==> config.mk <==
export PLATFORM = sky130hd
export DESIGN_NAME = wb_arbiter
export DESIGN_NICKNAME = d
export VERILOG_FILES = /design/src/rtl/PARAMS_pkg.sv /design/src/rtl/wb_fifo.sv /design/src/rtl/wb_arbiter.sv
export SDC_FILE = /design/constraint.sdc
export NUM_CORES = 1
export LEC_CHECK = 0
export ABC_AREA = 1
export ABC_CLOCK_PERIOD_IN_PS = 5500
export CAP_MARGIN = 20
export CORE_MARGIN = 2
export CORE_UTILIZATION = 40
export CTS_CLUSTER_DIAMETER = 60
export DETAILED_ROUTE_END_ITERATION = 8
export GPL_TIMING_DRIVEN = 0
export PLACE_DENSITY = 0.77
export REMOVE_ABC_BUFFERS = 1
export SLEW_MARGIN = 25
export SYNTH_ARGS = -nofsm -noshare
export SYNTH_HDL_FRONTEND = slang
export SYNTH_SLANG_ARGS = --single-unit
==> constraint.sdc <==
create_clock -name clk -period 5.5 [get_ports clk]
set_input_delay 0.55 -clock clk [delete_from_list [all_inputs] [get_ports clk]]
set_output_delay 0.55 -clock clk [all_outputs]
set_load 0.05 [all_outputs]
==> src/rtl/PARAMS_pkg.sv <==
// rtl/PARAMS_pkg.sv - shared widths, write-back source enum and request/write-port structs
package PARAMS_pkg;

    localparam int WD_SIZE        = 32;
    localparam int INSTR_REG_BITS = 5;

    // Who owns the register-file write port in a given cycle
    typedef enum logic [1:0] {
        WB_NONE = 2'd0,
        WB_ALU  = 2'd1,
        WB_MEM  = 2'd2,
        WB_MUL  = 2'd3
    } wb_src_e;

    // Round-robin pointer between the load buffer and the multiplier
    typedef enum logic {
        RR_MEM = 1'b0,
        RR_MUL = 1'b1
    } rr_e;

    // One pending result: destination register and value
    typedef struct packed {
        logic [INSTR_REG_BITS-1:0] rd;
        logic [WD_SIZE-1:0]        data;
    } wb_req_t;

    // Contents of the registered write port
    typedef struct packed {
        logic [INSTR_REG_BITS-1:0] rd;
        logic [WD_SIZE-1:0]        data;
        wb_src_e                   src;
    } wr_port_t;

    localparam wr_port_t WR_IDLE = '{rd: '0, data: '0, src: WB_NONE};

    // A granted result aimed at x0 still uses its slot but must not write
    function automatic wr_port_t wb_slot(input wb_req_t req, input wb_src_e src);
        wr_port_t w;
        if (req.rd == '0) begin
            w = WR_IDLE;
        end else begin
            w.rd   = req.rd;
            w.data = req.data;
            w.src  = src;
        end
        return w;
    endfunction

endpackage

==> src/rtl/wb_fifo.sv <==
// rtl/wb_fifo.sv - small load-result buffer with occupancy counter
module wb_fifo
    import PARAMS_pkg::*;
#(
    parameter int DEPTH = 2
) (
    input  logic    clk,
    input  logic    reset_n,
    input  logic    push,
    input  wb_req_t push_data,
    input  logic    pop,
    output wb_req_t head,
    output logic    full,
    output logic    empty
);

    localparam int AW = (DEPTH > 1) ? $clog2(DEPTH) : 1;
    localparam int CW = $clog2(DEPTH + 1);

    logic [AW-1:0] wr_ptr;
    logic [AW-1:0] rd_ptr;
    logic [CW-1:0] count;
    wb_req_t       store [DEPTH];

    logic do_push;
    logic do_pop;

    // Pointers alone cannot tell full from empty; the counter does
    assign full    = (count == CW'(DEPTH));
    assign empty   = (count == '0);
    assign do_push = push && !full;
    assign do_pop  = pop && !empty;
    assign head    = store[rd_ptr];

    // Entry storage needs no reset: occupancy decides what is valid
    always_ff @(posedge clk) begin
        if (do_push) begin
            store[wr_ptr] <= push_data;
        end
    end

    // Pointers wrap at DEPTH; occupancy tracks push/pop balance
    always_ff @(posedge clk or negedge reset_n) begin
        if (!reset_n) begin
            wr_ptr <= '0;
            rd_ptr <= '0;
            count  <= '0;
        end else begin
            if (do_push) begin
                wr_ptr <= (wr_ptr == AW'(DEPTH - 1)) ? '0 : wr_ptr + 1'b1;
            end
            if (do_pop) begin
                rd_ptr <= (rd_ptr == AW'(DEPTH - 1)) ? '0 : rd_ptr + 1'b1;
            end
            case ({do_push, do_pop})
                2'b10:   count <= count + 1'b1;
                2'b01:   count <= count - 1'b1;
                default: count <= count;
            endcase
        end
    end

endmodule

==> src/rtl/wb_arbiter.sv <==
// rtl/wb_arbiter.sv - write-back arbiter (ALU > round-robin MEM/MUL); WB_STATS_EN adds stall/write counters
module wb_arbiter
    import PARAMS_pkg::*;
#(
    parameter int MEM_FIFO_DEPTH = 2,
    parameter int STAT_WIDTH     = 16
) (
    input  logic                      clk,
    input  logic                      reset_n,
    input  logic                      alu_valid,
    input  logic [INSTR_REG_BITS-1:0] alu_rd,
    input  logic [WD_SIZE-1:0]        alu_data,
    input  logic                      mem_valid,
    input  logic [INSTR_REG_BITS-1:0] mem_rd,
    input  logic [WD_SIZE-1:0]        mem_data,
    output logic                      mem_ready,
    input  logic                      mul_valid,
    input  logic [INSTR_REG_BITS-1:0] mul_rd,
    input  logic [WD_SIZE-1:0]        mul_data,
    output logic                      mul_ready,
    output logic [INSTR_REG_BITS-1:0] wr_rd,
    output logic [WD_SIZE-1:0]        wr_data,
    output wb_src_e                   wr_src,
    output logic [STAT_WIDTH-1:0]     stall_cnt,
    output logic [STAT_WIDTH-1:0]     wb_cnt
);

    wb_req_t  mem_req;
    wb_req_t  fifo_head;
    logic     fifo_full;
    logic     fifo_empty;
    logic     fifo_push;
    logic     fifo_pop;
    rr_e      rr;
    logic     alu_takes;
    logic     mul_grant;
    wr_port_t wr_next;

    assign mem_req = '{rd: mem_rd, data: mem_data};

    // Acceptance depends only on registered occupancy, so a pop never frees room the same cycle
    assign mem_ready = !fifo_full;
    assign fifo_push = mem_valid && !fifo_full;

    wb_fifo #(
        .DEPTH (MEM_FIFO_DEPTH)
    ) u_fifo (
        .clk       (clk),
        .reset_n   (reset_n),
        .push      (fifo_push),
        .push_data (mem_req),
        .pop       (fifo_pop),
        .head      (fifo_head),
        .full      (fifo_full),
        .empty     (fifo_empty)
    );

    // Grant decisions: ALU first, then the head of the load buffer or the multiplier by rr
    always_comb begin
        alu_takes = alu_valid && (alu_rd != '0);
        mul_ready = !alu_takes && (fifo_empty || (rr == RR_MUL));
        fifo_pop  = !alu_takes && !fifo_empty && (!mul_valid || (rr == RR_MEM));
        mul_grant = mul_valid && mul_ready;
    end

    // Build next write-port contents from whichever source holds the slot
    always_comb begin
        wr_next = WR_IDLE;
        if (alu_takes) begin
            wr_next = wb_slot('{rd: alu_rd, data: alu_data}, WB_ALU);
        end else if (fifo_pop) begin
            wr_next = wb_slot(fifo_head, WB_MEM);
        end else if (mul_grant) begin
            wr_next = wb_slot('{rd: mul_rd, data: mul_data}, WB_MUL);
        end
    end

    // Register the write port; a grant in one cycle shows up only in the next
    always_ff @(posedge clk or negedge reset_n) begin
        if (!reset_n) begin
            wr_rd   <= '0;
            wr_data <= '0;
            wr_src  <= WB_NONE;
        end else begin
            wr_rd   <= wr_next.rd;
            wr_data <= wr_next.data;
            wr_src  <= wr_next.src;
        end
    end

    // Round-robin pointer flips to the other source after any MEM or MUL grant
    always_ff @(posedge clk or negedge reset_n) begin
        if (!reset_n) begin
            rr <= RR_MEM;
        end else if (fifo_pop) begin
            rr <= RR_MUL;
        end else if (mul_grant) begin
            rr <= RR_MEM;
        end
    end

`ifdef WB_STATS_EN
    logic stall_now;

    assign stall_now = (mem_valid && !mem_ready) || (mul_valid && !mul_ready);

    // Saturating counters: producer stall cycles and cycles with a real register write
    always_ff @(posedge clk or negedge reset_n) begin
        if (!reset_n) begin
            stall_cnt <= '0;
            wb_cnt    <= '0;
        end else begin
            if (stall_now && (stall_cnt != '1)) begin
                stall_cnt <= stall_cnt + 1'b1;
            end
            if ((wr_rd != '0) && (wb_cnt != '1)) begin
                wb_cnt <= wb_cnt + 1'b1;
            end
        end
    end
`else
    assign stall_cnt = '0;
    assign wb_cnt    = '0;
`endif

endmodule

==> notes.md <==
flow finished, numbers: row count=42, Hold Vio Cnt, Final=0, io pins=approximately 190, Max clock buf depth=2, Critical Path End Type=primary output, drt via density=5.02, Detailed Route Iter0 Violations=346, sequential fraction of the synthesis area=roughly three fifths, Post-synth EDFFs=74, Post-Syn Area=~5500 um^2, Yosys top cell by area=edfxtp_1, Worst R2R End=wr_data[5], clk sinks=approximately 120, GRT overflow=0, dominant register cell=edfxtp_1, detailed placement HPWL=9420 um, yosys stat area=approximately 5500 um^2, OpenROAD warnings=25, layout cells sized above 1=10.1%, worst hold path class=in -> async, Clock Skews=10.9 ps, outcome=complete, no violations, TritonCTS clock tree=yes, Area leader share=40.1%, area grow syn2layout=39.7%, Top cells by area=edfxtp_1 (40%), dfrtp_1 (20%), nand2_1 (11%)
final cells by class:
cell class / instances / area [um^2]
clock buffer: 21 / 460
clock inverter: 11 / 58.8
fill: 1141 / 5670
inverter: 42 / 158
multi-input combinational: 357 / 1770
sequential: 118 / 3320
tap: 176 / 220
timing repair buffer: 163 / 1740
power groups by stage:
stage / sequential, uW / combinational (uW) / clock (uW)
3_5_place_dp: 1330 / 1410 / 0
3_3_place_gp: 1330 / 1310 / 0
4_1_cts: 1320 / 1420 / 980
5_1_grt: 1340 / 1510 / 1020
6_report: 1320 / 1410 / 960
2_1_floorplan: 1620 / 563 / 0
flip-flops by register name (all words and copies together) (netlist names):
register / flops
rr: 1
u_fifo.count: 2
wr_rd: 5
wr_data: 32
u_fifo.store: 74
wr_src: 2
u_fifo.rd_ptr: 1
u_fifo.wr_ptr: 1
critical path, stage by stage:
cell and delay [ps]:
clkdlybuf4s50_1 430, nor2_1 150, nand3_2 710, nand2_2 760, buf_16 230, inv_1 110
a21oi_1 160, clkdlybuf4s50_1 820
metrics by stage:
stage          total power (uW)  utilization (%)  hold slack [ps]  std cells  instance area (um^2)
3_3_place_gp               2640             52.2              496        849                  7000
3_5_place_dp               2740             53.8              533        856                  7210
4_1_cts                    3710             57.7              175        888                  7730
5_1_grt                    3870             57.7              203        888                  7730
6_report                   3680             57.7              172        888                  7730
2_1_floorplan              2180                -              254        517                  5220
placed cells by master, fill, tap and decap left out, drive strengths merged, types with 9 or more instances in the layout:
cell type	count
buf	10
clkbuf	21
clkdlybuf4s50	153
conb	32
dfrtp	44
edfxtp	74
inv	42
nand2	162
nand3	105
nand4	38
nor2	9
worst max path at each step:
stage	end	slack, ps	cells past startpoint
final	mul_ready	990	8
after global routing	mul_ready	780	8
after CTS	mul_ready	1010	8
after detailed placement	mul_ready	1020	8
after global placement	mul_ready	270	5
after floorplan	mul_ready	2070	5
layer usage:
layer	wire (um)	share of wire, %
met2	7070	51
met1	5530	40
met4	199	1.4
met3	1150	8.2
met5	0	0
cells by family (layout without fill, tap and decap cells):
| kind of cell | after synthesis | after routing | share of synthesized area (%) |
|---|---|---|---|
| xor+xnor | 3 | 3 | 0.475 |
| buf+inv | 110 | 237 | 10.7 |
| simple gates | 314 | 314 | 27.7 |
| fa+ha+maj | 1 | 1 | 0.226 |
| other cells | 1 | 32 | 0.0677 |
| compound gates | 7 | 7 | 0.768 |
| flops | 118 | 118 | 60.0 |
final_congestion.png
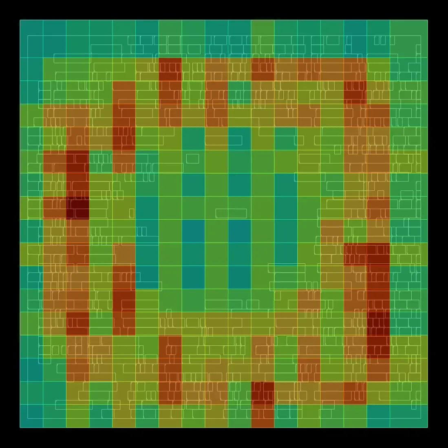
Core Util, Final: 57.7%
grt met1 use: 22.5%

met2.png
Drawn at 4 px/um. Cells faint in the background.
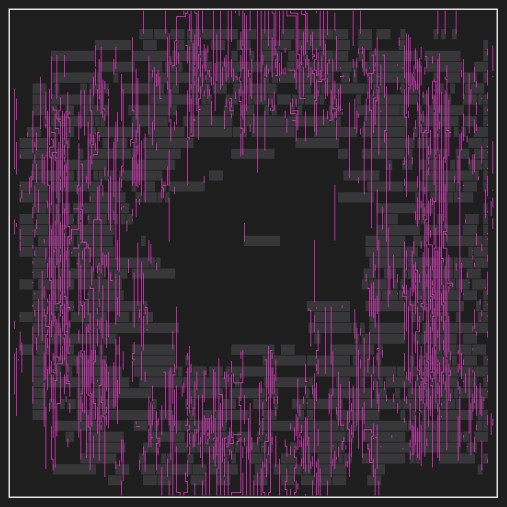
The layer holds 51% of the routed length. The longest straight run is 58.8 um. 666 nets have wire on it. The wires run mostly vertical.
Post-Route WL: 14,000 um
met2 Use GR: 33.6%
DR vias: 4,457

pins.png
Drawn at 4 px/um. Pins as bars across the die edge, other pins in grey.
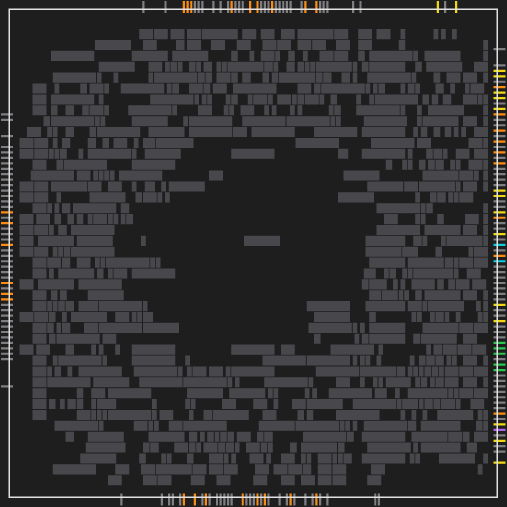
Key: green = mul_rd [pins 5, direction input, edge right]; cyan = wr_src [pins 2, direction output, edge right]; purple = alu_valid [pins 1, direction input, edge right]; orange = wr_data [pins 32, direction output, edge 9 right, 9 top, 8 bottom, 6 left]; yellow = stall_cnt [pins 16, direction output, edge 14 right, 2 top]
die width: 122 um
IO buf count: 156
die height: 122 um

wire_density.png
Drawn at 3 px/um. The die is cut into 24 by 24 equal tiles; dark blue is low, red is high, scaled to the fullest tile. Values are wire area over tile area, all layers added.
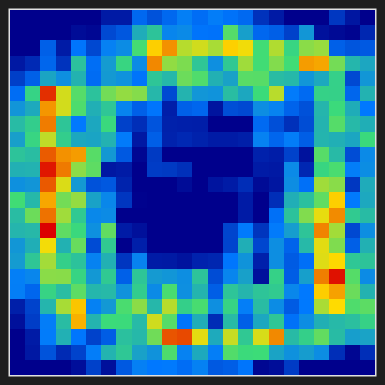
The mean over all tiles is 0.15. The fullest tile reaches 0.49. 14% of the tiles are nearly empty. The densest ninth of the die: middle left. The emptiest ninth of the die: centre. 19% of the tiles are over half the peak.

met3.png
Drawn at 4 px/um. Cells faint in the background.
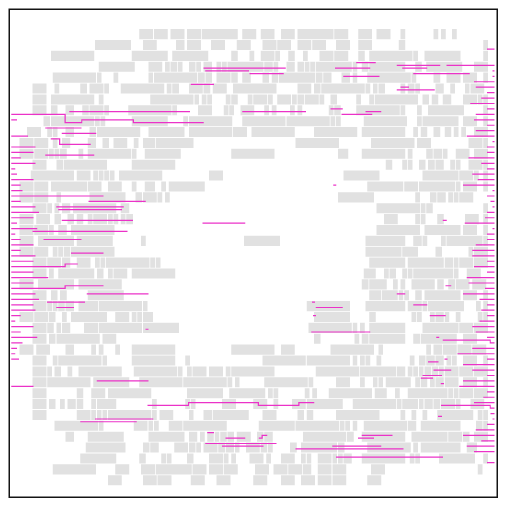
The layer carries 1,150 um of wire. The longest straight run is 29.9 um. The wires run mostly horizontal. The layer holds 8.3% of the routed length.

Power is estimated from default activity; no workload was simulated.
